## src/rtl/beam_thresholds_wb_if.sv

```systemverilog
// rtl/beam_thresholds_wb_if.sv - Wishbone slave bundle for the beam threshold store
interface beam_thresholds_wb_if;
  logic        wb_cyc_i;
  logic        wb_stb_i;
  logic        wb_we_i;
  logic [11:0] wb_adr_i;
  logic [31:0] wb_dat_i;
  logic [3:0]  wb_sel_i;
  logic [31:0] wb_dat_o;
  logic        wb_ack_o;
  logic        wb_err_o;
  logic        wb_rty_o;

  modport slave (
    input  wb_cyc_i, wb_stb_i, wb_we_i, wb_adr_i, wb_dat_i, wb_sel_i,
    output wb_dat_o, wb_ack_o, wb_err_o, wb_rty_o
  );

  modport master (
    output wb_cyc_i, wb_stb_i, wb_we_i, wb_adr_i, wb_dat_i, wb_sel_i,
    input  wb_dat_o, wb_ack_o, wb_err_o, wb_rty_o
  );
endinterface

```

## src/rtl/beam_thresholds_wb.sv

```systemverilog
// rtl/beam_thresholds_wb.sv - Wishbone threshold store, serial cascade loader and scaler timer
module beam_thresholds_wb #(
  parameter int          NBEAMS         = 54,
  parameter logic [17:0] THRESH_DEFAULT = 18'h3FFFF,
  parameter logic [31:0] PERIOD_DEFAULT = 32'd125000000
) (
  input  logic                wb_clk_i,
  input  logic                wb_rst_i,
  beam_thresholds_wb_if.slave wb,
  input  logic                scal_bank_i,
  output logic                scal_timer_o,
  output logic                scal_rst_o,
  output logic [35:0]         thresh_o,
  output logic [1:0]          thresh_wr_o,
  output logic [1:0]          thresh_update_o
);
  localparam int IW = (NBEAMS > 1) ? $clog2(NBEAMS) : 1;

  typedef enum logic [1:0] {ST_IDLE, ST_SHIFT, ST_COMMIT} state_t;

  logic [17:0]   thresh_mem [NBEAMS];
  logic [17:0]   subthr_mem [NBEAMS];
  logic [31:0]   period_q;
  logic [31:0]   timer_cnt;
  logic [31:0]   period_eff;
  logic          scal_rst_q;
  logic          scal_rst_nxt;
  logic          timer_q;
  logic          ack_q;
  logic [31:0]   dat_q;
  logic [31:0]   rd_data;
  state_t        state_q, state_d;
  logic [IW-1:0] beam_q, beam_d;

  logic          req, wr_en;
  logic [6:0]    a_idx;
  logic [IW-1:0] a_beam;
  logic          a_in_range;
  logic          hit_thr, hit_sub, hit_ctrl, hit_period;
  logic          busy;
  logic          unused_ok;

  // ack_q blocks the request term so a held strobe is acked every other cycle
  assign req        = wb.wb_cyc_i & wb.wb_stb_i & ~ack_q;
  assign wr_en      = req & wb.wb_we_i;
  assign a_idx      = wb.wb_adr_i[8:2];
  assign a_beam     = a_idx[IW-1:0];
  assign a_in_range = (32'(a_idx) < NBEAMS);
  assign hit_thr    = (wb.wb_adr_i[11:9] == 3'b000) & a_in_range;
  assign hit_sub    = (wb.wb_adr_i[11:9] == 3'b001) & a_in_range;
  assign hit_ctrl   = (wb.wb_adr_i[11:2] == 10'h200);
  assign hit_period = (wb.wb_adr_i[11:2] == 10'h201);
  assign busy       = (state_q != ST_IDLE);
  assign unused_ok  = ^{wb.wb_sel_i, wb.wb_adr_i[1:0]};

  assign wb.wb_ack_o = ack_q;
  assign wb.wb_dat_o = dat_q;
  assign wb.wb_err_o = 1'b0;
  assign wb.wb_rty_o = 1'b0;
  assign scal_rst_o  = scal_rst_q;
  assign scal_timer_o = timer_q;

  always_comb begin
    rd_data = '0;
    if (hit_thr)
      rd_data = {14'b0, thresh_mem[a_beam]};
    else if (hit_sub)
      rd_data = {14'b0, subthr_mem[a_beam]};
    else if (hit_ctrl)
      rd_data = {23'b0, scal_bank_i, 6'b0, scal_rst_q, busy};
    else if (hit_period)
      rd_data = period_q;
  end

  always_ff @(posedge wb_clk_i or posedge wb_rst_i) begin
    if (wb_rst_i) begin
      for (int i = 0; i < NBEAMS; i++) begin
        thresh_mem[i] <= THRESH_DEFAULT;
        subthr_mem[i] <= THRESH_DEFAULT;
      end
    end else if (wr_en) begin
      if (hit_thr) thresh_mem[a_beam] <= wb.wb_dat_i[17:0];
      if (hit_sub) subthr_mem[a_beam] <= wb.wb_dat_i[17:0];
    end
  end

  always_ff @(posedge wb_clk_i or posedge wb_rst_i) begin
    if (wb_rst_i) begin
      ack_q      <= 1'b0;
      dat_q      <= '0;
      scal_rst_q <= 1'b0;
      period_q   <= PERIOD_DEFAULT;
    end else begin
      ack_q      <= req;
      dat_q      <= req ? rd_data : '0;
      scal_rst_q <= scal_rst_nxt;
      if (wr_en && hit_period) period_q <= wb.wb_dat_i;
    end
  end

  assign scal_rst_nxt = (wr_en && hit_ctrl) ? wb.wb_dat_i[1] : scal_rst_q;
  assign period_eff   = (period_q == '0) ? 32'd1 : period_q;

  // Holding on either edge of SCAL_RST keeps pulses out of every cycle where it reads 1
  always_ff @(posedge wb_clk_i or posedge wb_rst_i) begin
    if (wb_rst_i) begin
      timer_cnt <= '0;
      timer_q   <= 1'b0;
    end else if (scal_rst_q || scal_rst_nxt || (wr_en && hit_period)) begin
      timer_cnt <= '0;
      timer_q   <= 1'b0;
    end else if (timer_cnt >= period_eff - 32'd1) begin
      timer_cnt <= '0;
      timer_q   <= 1'b1;
    end else begin
      timer_cnt <= timer_cnt + 32'd1;
      timer_q   <= 1'b0;
    end
  end

  always_ff @(posedge wb_clk_i or posedge wb_rst_i) begin
    if (wb_rst_i) begin
      state_q <= ST_IDLE;
      beam_q  <= '0;
    end else begin
      state_q <= state_d;
      beam_q  <= beam_d;
    end
  end

  // Memories are read at presentation time, so writes to beams not yet shifted still go out
  always_comb begin
    state_d         = state_q;
    beam_d          = beam_q;
    thresh_o        = '0;
    thresh_wr_o     = 2'b00;
    thresh_update_o = 2'b00;
    case (state_q)
      ST_IDLE: begin
        if (wr_en && hit_ctrl && wb.wb_dat_i[0]) begin
          state_d = ST_SHIFT;
          beam_d  = IW'(NBEAMS - 1);
        end
      end
      ST_SHIFT: begin
        thresh_o    = {subthr_mem[beam_q], thresh_mem[beam_q]};
        thresh_wr_o = 2'b11;
        if (beam_q == '0)
          state_d = ST_COMMIT;
        else
          beam_d = beam_q - 1'b1;
      end
      ST_COMMIT: begin
        thresh_update_o = 2'b11;
        state_d         = ST_IDLE;
      end
      default: state_d = ST_IDLE;
    endcase
  end
endmodule

```

## src/flat_wrapper.sv

```systemverilog
// flat-port wrapper written by rule: the top's interface ports become plain ports
module beam_thresholds_wb_flat 
#(
  parameter int          NBEAMS         = 54,
  parameter logic [17:0] THRESH_DEFAULT = 18'h3FFFF,
  parameter logic [31:0] PERIOD_DEFAULT = 32'd125000000
)
  (wb_clk_i, wb_rst_i, scal_bank_i, scal_timer_o, scal_rst_o, thresh_o, thresh_wr_o, thresh_update_o, wb_wb_cyc_i, wb_wb_stb_i, wb_wb_we_i, wb_wb_adr_i, wb_wb_dat_i, wb_wb_sel_i, wb_wb_dat_o, wb_wb_ack_o, wb_wb_err_o, wb_wb_rty_o);
  beam_thresholds_wb_if wb_i ();
  input  logic wb_clk_i;
  input  logic wb_rst_i;
  input  logic scal_bank_i;
  output logic scal_timer_o;
  output logic scal_rst_o;
  output logic [35:0] thresh_o;
  output logic [1:0] thresh_wr_o;
  output logic [1:0] thresh_update_o;
  input wire logic [$bits(wb_i.wb_cyc_i)-1:0] wb_wb_cyc_i;
  input wire logic [$bits(wb_i.wb_stb_i)-1:0] wb_wb_stb_i;
  input wire logic [$bits(wb_i.wb_we_i)-1:0] wb_wb_we_i;
  input wire logic [$bits(wb_i.wb_adr_i)-1:0] wb_wb_adr_i;
  input wire logic [$bits(wb_i.wb_dat_i)-1:0] wb_wb_dat_i;
  input wire logic [$bits(wb_i.wb_sel_i)-1:0] wb_wb_sel_i;
  output wire logic [$bits(wb_i.wb_dat_o)-1:0] wb_wb_dat_o;
  output wire logic [$bits(wb_i.wb_ack_o)-1:0] wb_wb_ack_o;
  output wire logic [$bits(wb_i.wb_err_o)-1:0] wb_wb_err_o;
  output wire logic [$bits(wb_i.wb_rty_o)-1:0] wb_wb_rty_o;
  assign wb_i.wb_cyc_i = wb_wb_cyc_i;
  assign wb_i.wb_stb_i = wb_wb_stb_i;
  assign wb_i.wb_we_i = wb_wb_we_i;
  assign wb_i.wb_adr_i = wb_wb_adr_i;
  assign wb_i.wb_dat_i = wb_wb_dat_i;
  assign wb_i.wb_sel_i = wb_wb_sel_i;
  assign wb_wb_dat_o = wb_i.wb_dat_o;
  assign wb_wb_ack_o = wb_i.wb_ack_o;
  assign wb_wb_err_o = wb_i.wb_err_o;
  assign wb_wb_rty_o = wb_i.wb_rty_o;
  beam_thresholds_wb #(.NBEAMS(NBEAMS), .THRESH_DEFAULT(THRESH_DEFAULT), .PERIOD_DEFAULT(PERIOD_DEFAULT)) u_core (.wb_clk_i(wb_clk_i), .wb_rst_i(wb_rst_i), .wb(wb_i), .scal_bank_i(scal_bank_i), .scal_timer_o(scal_timer_o), .scal_rst_o(scal_rst_o), .thresh_o(thresh_o), .thresh_wr_o(thresh_wr_o), .thresh_update_o(thresh_update_o));
endmodule
```

## config.mk

```make
export PLATFORM = sky130hd
export DESIGN_NAME = beam_thresholds_wb_flat
export DESIGN_NICKNAME = d
export VERILOG_FILES = /design/src/rtl/beam_thresholds_wb_if.sv /design/src/rtl/beam_thresholds_wb.sv /design/src/flat_wrapper.sv
export SDC_FILE = /design/constraint.sdc
export NUM_CORES = 2
export LEC_CHECK = 0
export ABC_AREA = 0
export CAP_MARGIN = 0
export CORE_ASPECT_RATIO = 0.9
export CORE_UTILIZATION = 30
export DETAILED_ROUTE_END_ITERATION = 6
export PLACE_DENSITY_LB_ADDON = 0.2
export SKIP_LAST_GASP = 1
export SLEW_MARGIN = 20
export SYNTH_ARGS = -nofsm -noshare
export SYNTH_HDL_FRONTEND = slang
export SYNTH_SLANG_ARGS = --single-unit
```

## constraint.sdc

```tcl
create_clock -name wb_clk_i -period 123.4 [get_ports wb_clk_i]
set_clock_uncertainty 0.05 [all_clocks]
set_input_delay 37.02 -clock wb_clk_i [delete_from_list [all_inputs] [get_ports wb_clk_i]]
set_output_delay 37.02 -clock wb_clk_i [all_outputs]
set_load 0.02 [all_outputs]
```

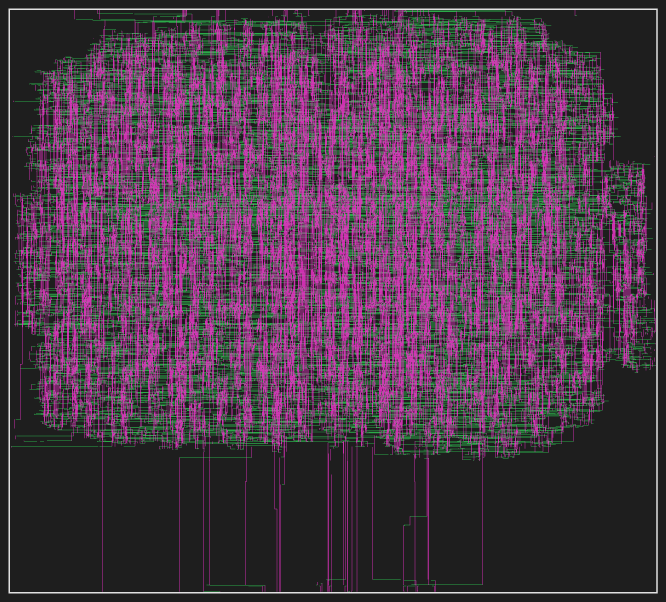
*Signal wires by layer*
Scale: 1 px per um. Only two layers are drawn.
magenta -> M2  # wire length 217 mm
green -> M1  # wire length 203 mm
routed via count: 78500
final WL: 491000 um
Avg WL per Cell: 37.8 um

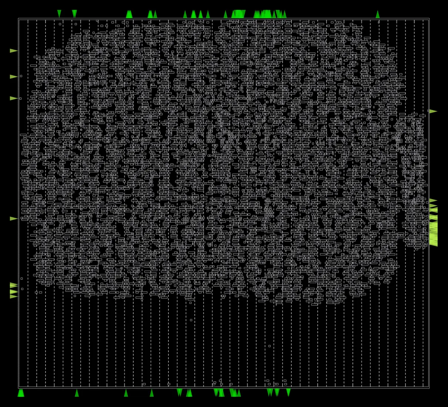
*Placement view*
# Taps: 4922
sequential cells: 2051
flop share of the area: 42.5%

==> job_summary.md <==
## PnR job results

| Metric | Value |
|---|---|
| Synth cell types | `75` |
| Final antenna-violating net count | `0` |
| Reg2reg start | `u_core.period_q[3]$_DFFE_PP0P_` |
| Number of enable flip-flop cells | `0` |
| Die height | `582 um` |
| Yosys stat area | `112000 um2` |
| Critical path required time | `86.33 ns` |
| Status | `finished, final reports clean` |
| Worst VDD drop | `0.0000106 V` |
| Routed wire length on met3 | `43400 um` |
| Top power group | `the clock network` |
| Die Wd | `646 um` |
| Clock network power | `0.698 mW` |
| Compound-Gate Fraction of Synth Area | `7.23%` |
| GR Util met2 | `38.4%` |
| # Cells Yosys | `8003` |
| Area leader, netlist | `dfstp_2` |
| Cts hold-fix bufs | `0` |
| Worst setup EP type | `output port` |
| Worst-Skew Late Latency | `0.95 ns` |
| Cell area after layout | `127000 um2` |
| Most common cell in the netlist | `mux2_2` |
| Combinational Area | `55300 um2` |
| GRT busiest layer | `met2` |
| Congestion Overflow GR | `0` |
| Worst-Margin Slew | `1.34 ns` |
| Cell Area, Synth | `112000 um2` |
| Comb gates | `5134` |
| Cells after Synth | `8003` |
| CP Buf/Inv Count | `4` |
| I/O pin cnt | `131` |
| Clk network pwr share | `47.2%` |
| Combinational power | `0.0993 mW` |
| Global-route wire length before repair | `675000 um` |
| # clk buffers | `355` |
| Non-clock buffering overhead | `3.05%` |
| FF-to-FF path depth | `21` |
| Top cell category | `multi-input combinational cells` |
| Vias in the first global route | `77900` |
| Sw Share | `25.7%` |
| Arr. time, crit path | `7.09 ns` |
| Fin cells | `13000` |
| Part of the power in registers | `46.1%` |
| Grt met3 use | `6.34%` |
| Seq power | `0.683 mW` |
| Hold Crit Start | `u_core.timer_cnt[0]$_DFF_PP0_` |
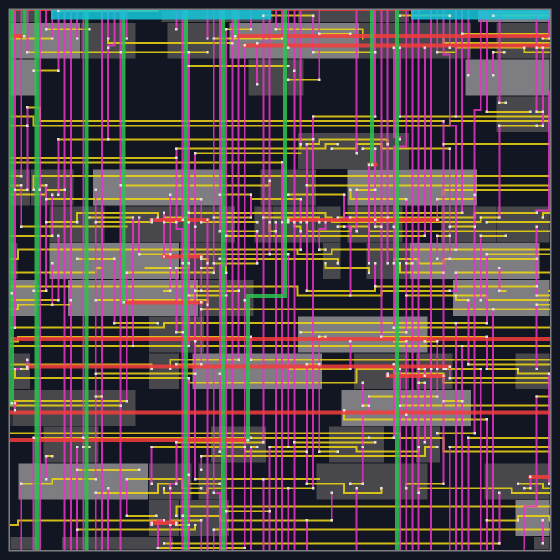
*Close-up of the layout*
Region (303, 271) to (343, 311) um. Cells in gray, sequential cells in the stronger gray; small squares are vias.
yellow -> M1
red -> M3
green -> M4
cyan -> M5
magenta -> M2
most frequent = mux2_2 (16), dfstp_2 (13), mux4_2 (5)
netlist names of flops here include = `u_core.thresh_mem` (13)
sequential cells in the window = 13
cells with their middle in the window = 52

No activity file was given, so power comes from the tool's default toggle rates.
